Fig. 1: ports around the boundary
Scale: 4 px per micron. Pins as bars across the die edge, other pins in grey.
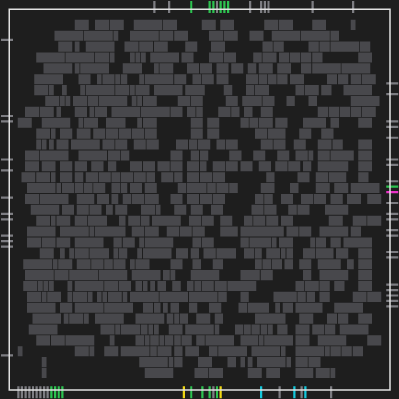
Fig. 2: met2 routing
Scale: 4 px per micron. Cells faint in the background.
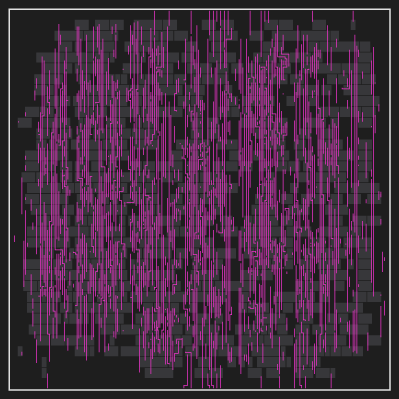
Fig. 3: signal metal coverage by tile
Scale: 4 px per micron. 19 x 19 tiles, from dark blue (low) to red (high), scaled to the fullest tile. Values are wire area over tile area, all layers added.
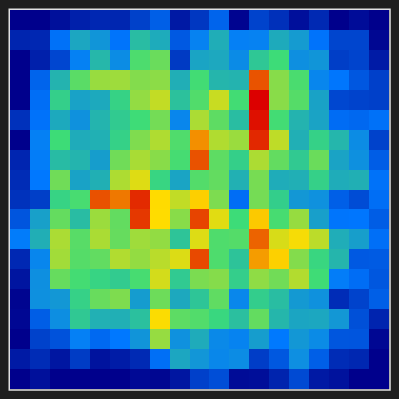
Fig. 4: metal 3
Scale: 4 px per micron. Cells faint in the background.
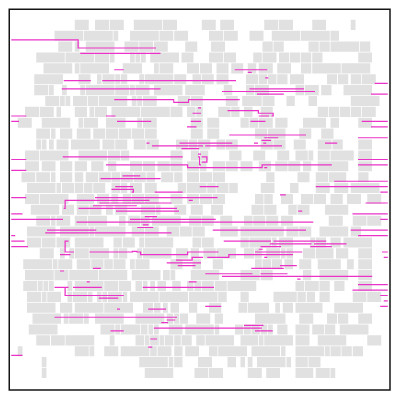
Fig. 5: routing congestion
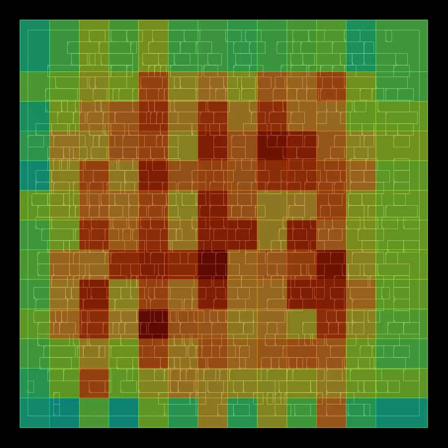
==> src/rtl/mshr_file_pkg.sv <==
// Shared definitions for the MSHR file: per-entry state encoding and default line geometry.
package mshr_file_pkg;

    typedef enum logic [1:0] {
        MSHR_FREE = 2'd0,
        MSHR_PEND = 2'd1,
        MSHR_WAKE = 2'd2
    } mshrState_t;

    localparam int LINE_OFF_DEF = 4;

endpackage

==> src/rtl/mshr_file_entry.sv <==
// One MSHR slot: a lifecycle state register plus the line tag of the outstanding miss.
//  state     | meaning
//  MSHR_FREE | slot unused, allocatable
//  MSHR_PEND | line miss outstanding on the bus, tag valid, hits lookups
//  MSHR_WAKE | fill returned this cycle, requesters woken; frees on next edge
module mshr_entry
    import mshr_file_pkg::*;
#(
    parameter int TAG_W = 11
) (
    input  logic             clk,
    input  logic             rst,
    input  logic             allocEn,
    input  logic             fillMatch,
    input  logic [TAG_W-1:0] allocTag,
    input  logic [TAG_W-1:0] lookupTag,
    output mshrState_t       entState,
    output logic [TAG_W-1:0] entTag,
    output logic             hit
);

    mshrState_t nextState;

    always_ff @(posedge clk) begin
        if (rst) begin
            entState <= MSHR_FREE;
            entTag   <= '0;
        end else begin
            entState <= nextState;
            if (allocEn) entTag <= allocTag;
        end
    end

    always_comb begin
        nextState = entState;
        case (entState)
            MSHR_FREE: if (allocEn) nextState = MSHR_PEND;
            MSHR_PEND: if (fillMatch) nextState = MSHR_WAKE;
            MSHR_WAKE: nextState = MSHR_FREE;
            default:   nextState = MSHR_FREE;
        endcase
    end

    // WAKE entries are deliberately excluded so a completing line is not re-merged.
    assign hit = (entState == MSHR_PEND) && (entTag == lookupTag);

endmodule

==> src/rtl/mshr_file.sv <==
// Miss Status Holding Register file for one cache bank: tracks outstanding line misses,
// merges secondary misses and wakes requesters when the line fill returns.
module mshr_file
    import mshr_file_pkg::*;
#(
    parameter int NUM_ENTRIES = 4,
    parameter int ID_W        = 2,
    parameter int PADDR_W     = 15,
    parameter int LINE_OFF    = LINE_OFF_DEF
) (
    input  logic               clk,
    input  logic               rst,
    input  logic [PADDR_W-1:0] lookup_pAddress,
    input  logic               alloc_valid,
    input  logic [PADDR_W-1:0] alloc_pAddress,
    input  logic               fill_valid,
    input  logic [PADDR_W-1:0] fill_pAddress,
    output logic               MSHR_HIT,
    output logic               MSHR_FULL,
    output logic [ID_W-1:0]    alloc_id,
    output logic               wake,
    output logic [ID_W-1:0]    wake_id,
    output logic [PADDR_W-1:0] wake_pAddress,
    output logic               fill_orphan,
    output logic [ID_W:0]      occupancy
);

    localparam int TAG_W = PADDR_W - LINE_OFF;

    logic [TAG_W-1:0] lookupTag, allocTag, fillTag;
    assign lookupTag = lookup_pAddress[PADDR_W-1:LINE_OFF];
    assign allocTag  = alloc_pAddress[PADDR_W-1:LINE_OFF];
    assign fillTag   = fill_pAddress[PADDR_W-1:LINE_OFF];

    // Offset bits play no part in line matching.
    logic unusedOffsetBits;
    assign unusedOffsetBits = ^{lookup_pAddress[LINE_OFF-1:0], alloc_pAddress[LINE_OFF-1:0],
                                fill_pAddress[LINE_OFF-1:0]};

    mshrState_t       entState [NUM_ENTRIES];
    logic [TAG_W-1:0] entTag   [NUM_ENTRIES];
    logic [NUM_ENTRIES-1:0] isFree, isWake, hitVec, allocMatch, fillMatch, allocEn;

    logic            allocAccept, anyFillMatch, foundFree;
    logic [ID_W-1:0] freeIdx, fillIdx;
    logic [TAG_W-1:0] fillLineTag;
    logic [ID_W:0]   wakeCount, occNext;

    for (genvar i = 0; i < NUM_ENTRIES; i++) begin : gEntry
        mshr_entry #(.TAG_W(TAG_W)) uEntry (
            .clk       (clk),
            .rst       (rst),
            .allocEn   (allocEn[i]),
            .fillMatch (fillMatch[i]),
            .allocTag  (allocTag),
            .lookupTag (lookupTag),
            .entState  (entState[i]),
            .entTag    (entTag[i]),
            .hit       (hitVec[i])
        );
        assign isFree[i]     = (entState[i] == MSHR_FREE);
        assign isWake[i]     = (entState[i] == MSHR_WAKE);
        assign allocMatch[i] = (entState[i] == MSHR_PEND) && (entTag[i] == allocTag);
        assign fillMatch[i]  = fill_valid && (entState[i] == MSHR_PEND) && (entTag[i] == fillTag);
        assign allocEn[i]    = allocAccept && (freeIdx == ID_W'(i));
    end

    assign MSHR_HIT     = |hitVec;
    assign MSHR_FULL    = ~|isFree;
    assign alloc_id     = freeIdx;
    assign anyFillMatch = |fillMatch;
    // FULL is judged on current state, so a fill freeing a slot later cannot rescue this alloc.
    assign allocAccept  = alloc_valid && !MSHR_FULL && !(|allocMatch);

    always_comb begin
        freeIdx     = '0;
        foundFree   = 1'b0;
        fillIdx     = '0;
        fillLineTag = '0;
        wakeCount   = '0;
        for (int i = 0; i < NUM_ENTRIES; i++) begin
            if (isFree[i] && !foundFree) begin
                freeIdx   = ID_W'(i);
                foundFree = 1'b1;
            end
            if (fillMatch[i]) begin
                fillIdx     = ID_W'(i);
                fillLineTag = entTag[i];
            end
            wakeCount = wakeCount + (ID_W+1)'(isWake[i]);
        end
        occNext = occupancy + (ID_W+1)'(allocAccept) - wakeCount;
    end

    always_ff @(posedge clk) begin
        if (rst) begin
            wake          <= 1'b0;
            wake_id       <= '0;
            wake_pAddress <= '0;
            fill_orphan   <= 1'b0;
            occupancy     <= '0;
        end else begin
            wake        <= anyFillMatch;
            fill_orphan <= fill_valid && !anyFillMatch;
            occupancy   <= occNext;
            if (anyFillMatch) begin
                wake_id       <= fillIdx;
                wake_pAddress <= {fillLineTag, {LINE_OFF{1'b0}}};
            end
        end
    end

endmodule

==> config.mk <==
export PLATFORM = sky130hd
export DESIGN_NAME = mshr_file
export DESIGN_NICKNAME = d
export VERILOG_FILES = /design/src/rtl/mshr_file_pkg.sv /design/src/rtl/mshr_file_entry.sv /design/src/rtl/mshr_file.sv
export SDC_FILE = /design/constraint.sdc
export NUM_CORES = 1
export LEC_CHECK = 0
export CAP_MARGIN = 20
export CORE_MARGIN = 1.5
export CORE_UTILIZATION = 59
export DETAILED_ROUTE_END_ITERATION = 16
export HOLD_SLACK_MARGIN = 0.06
export PLACE_DENSITY = 0.84
export SLEW_MARGIN = 20
export SYNTH_ARGS = -nofsm -noshare
export SYNTH_HDL_FRONTEND = slang
export SYNTH_SLANG_ARGS = --single-unit
==> constraint.sdc <==
create_clock -name clk -period 6.66 [get_ports clk]
set_input_delay 0.666 -clock clk [delete_from_list [all_inputs] [get_ports clk]]
set_output_delay 0.666 -clock clk [all_outputs]
set_load 0.005 [all_outputs]
==> run notes <==
impl run done, here's what came out: status=complete, no violations, post-DR wirelength/cell=21.7 microns, Max Transition Viols Final=0, maximum net fanout on the critical path=5, area grow syn2layout=12.0%, FP Core Util=60.9%, largest net degree at the start of global routing=59, final wirelength=14.7 mm, met2 routed WL=6.94 mm, final setup fails=0, combinational power share=17.7%, Max Cap Violations=0, I/O pins=75, post-route ant nets=0, crit path to=occupancy[2], critical path launch point type=input port, CTS root buf=clkbuf_8, Critical Path Sink Type=flip-flop, setup bufs post-CTS=0, hold crit path type=reg2reg, Mean Syn Cell Area=9.00 sq um, flop-to-flop setup slack=3.43 ns, fill cell count=643, Logic cell area=0.00323 sq mm, # rows=33, # diodes=0, Resized Gates After CTS=0, M3 GR Usage=7.73%, initial antenna violation count=0, CTS buffer count=9, OpenROAD warnings=38, Period minus WS final=3.64 ns, setup TNS=0 ns, Buf/Inv on CP=3, critical path data required time=6.89 ns, Nets=621, yosys cell count=553, Critical Path AT=3.86 ns, hold path cells=2, VDD IR-drop max=0.111 mV, Worst Setup SP=alloc_pAddress[4], clk sink count=70, Top cell by count, worst path=xnor2_1, Flop area=0.00140 sq mm, Seq pwr share=46.0%, worst hold endpoint=wake_id[1]
## Picture notes: Fig. 1
Cyan stands for occupancy, pins 3, direction output, edge bottom. Yellow stands for alloc_id, pins 2, direction output, edge bottom. Green stands for lookup_pAddress, pins 15, direction input, edge 8 bottom, 6 top, 1 right. Magenta stands for fill_orphan, pins 1, direction output, edge right.
Die Span X: 94.8 microns
DIE HEIGHT: 94.8 microns
buffers added on ports: 58

## Picture notes: Fig. 2
The longest straight run is 76.8 microns. The layer carries 6940 microns of wire. The wires run mostly vertical. 531 nets have wire on it. The layer holds 47% of the routed length.

## Picture notes: Fig. 3
The densest ninth of the die: middle. The mean over all tiles is 0.27. 32% of the tiles are over half the peak. 6.6% of the tiles are nearly empty.
GRT Total Usage: 34.3%
via count: 4145

## Picture notes: Fig. 4
The wires run mostly horizontal. 101 nets have wire on it. The layer holds 8.5% of the routed length.

## Picture notes: Fig. 5
busiest layer in global routing: met2
grt met2 use: 55.1%

## worst min-delay path: cells and delay by family (launching register included)
kind | cells | cell delay [ns]
AND/OR/NAND/NOR | 1 | 0.06
flip-flops | 1 | 0.33
AND-OR/OR-AND | 1 | 0.07
## sequential cells by signal, indices dropped and copies added (netlist names)
register	cells
fill_orphan	1
gEntry.uEntry.entState	8
gEntry.uEntry.entTag	44
occupancy	3
wake	1
wake_id	2
wake_pAddress	11
## per-stage QoR
stage / util (%) / power, W
floorplan: - / 0.000583
global placement: 65.6 / 0.000639
detailed placement: 65.6 / 0.000645
CTS: 68.2 / 0.00100
global route: 68.2 / 0.00104
finish: 68.2 / 0.00100
## cell usage after synthesis (6+ instances only)
cell type  count  share of area [%]
buf_4          9                1.4
and2_1        13                1.6
nor3b_1       13                2.0
nor2_1         7               0.53
clkbuf_1       9               0.68
clkbuf_2       7               0.70
xor2_1        33                5.8
a2111oi_1      8                1.6
nand2_1       66                5.0
buf_2         29                2.9
mux2i_1       44                8.9
nor2b_1        6               0.75
nor3_1         9               0.91
and3_1        10                1.3
xnor2_1       98                 17
nand4_1       25                3.1
nor4_1         8                1.0
o21bai_1      20                3.0
dfxtp_1       70                 28
## cells by family (layout without fill, tap and decap cells)
| family | count (synthesis) | in the layout | share of synthesized area, % |
|---|---|---|---|
| XOR/XNOR | 135 | 135 | 24.4 |
| buffers and inverters | 64 | 80 | 7.24 |
| AND-OR/OR-AND | 46 | 46 | 7.54 |
| AND/OR/NAND/NOR | 188 | 188 | 22.1 |
| multiplexers | 44 | 44 | 8.85 |
| other | 1 | 4 | 0.0754 |
| adder cells (fa/ha/maj) | 5 | 5 | 1.71 |
| flip-flops | 70 | 70 | 28.2 |
Power is estimated from default activity; no workload was simulated.
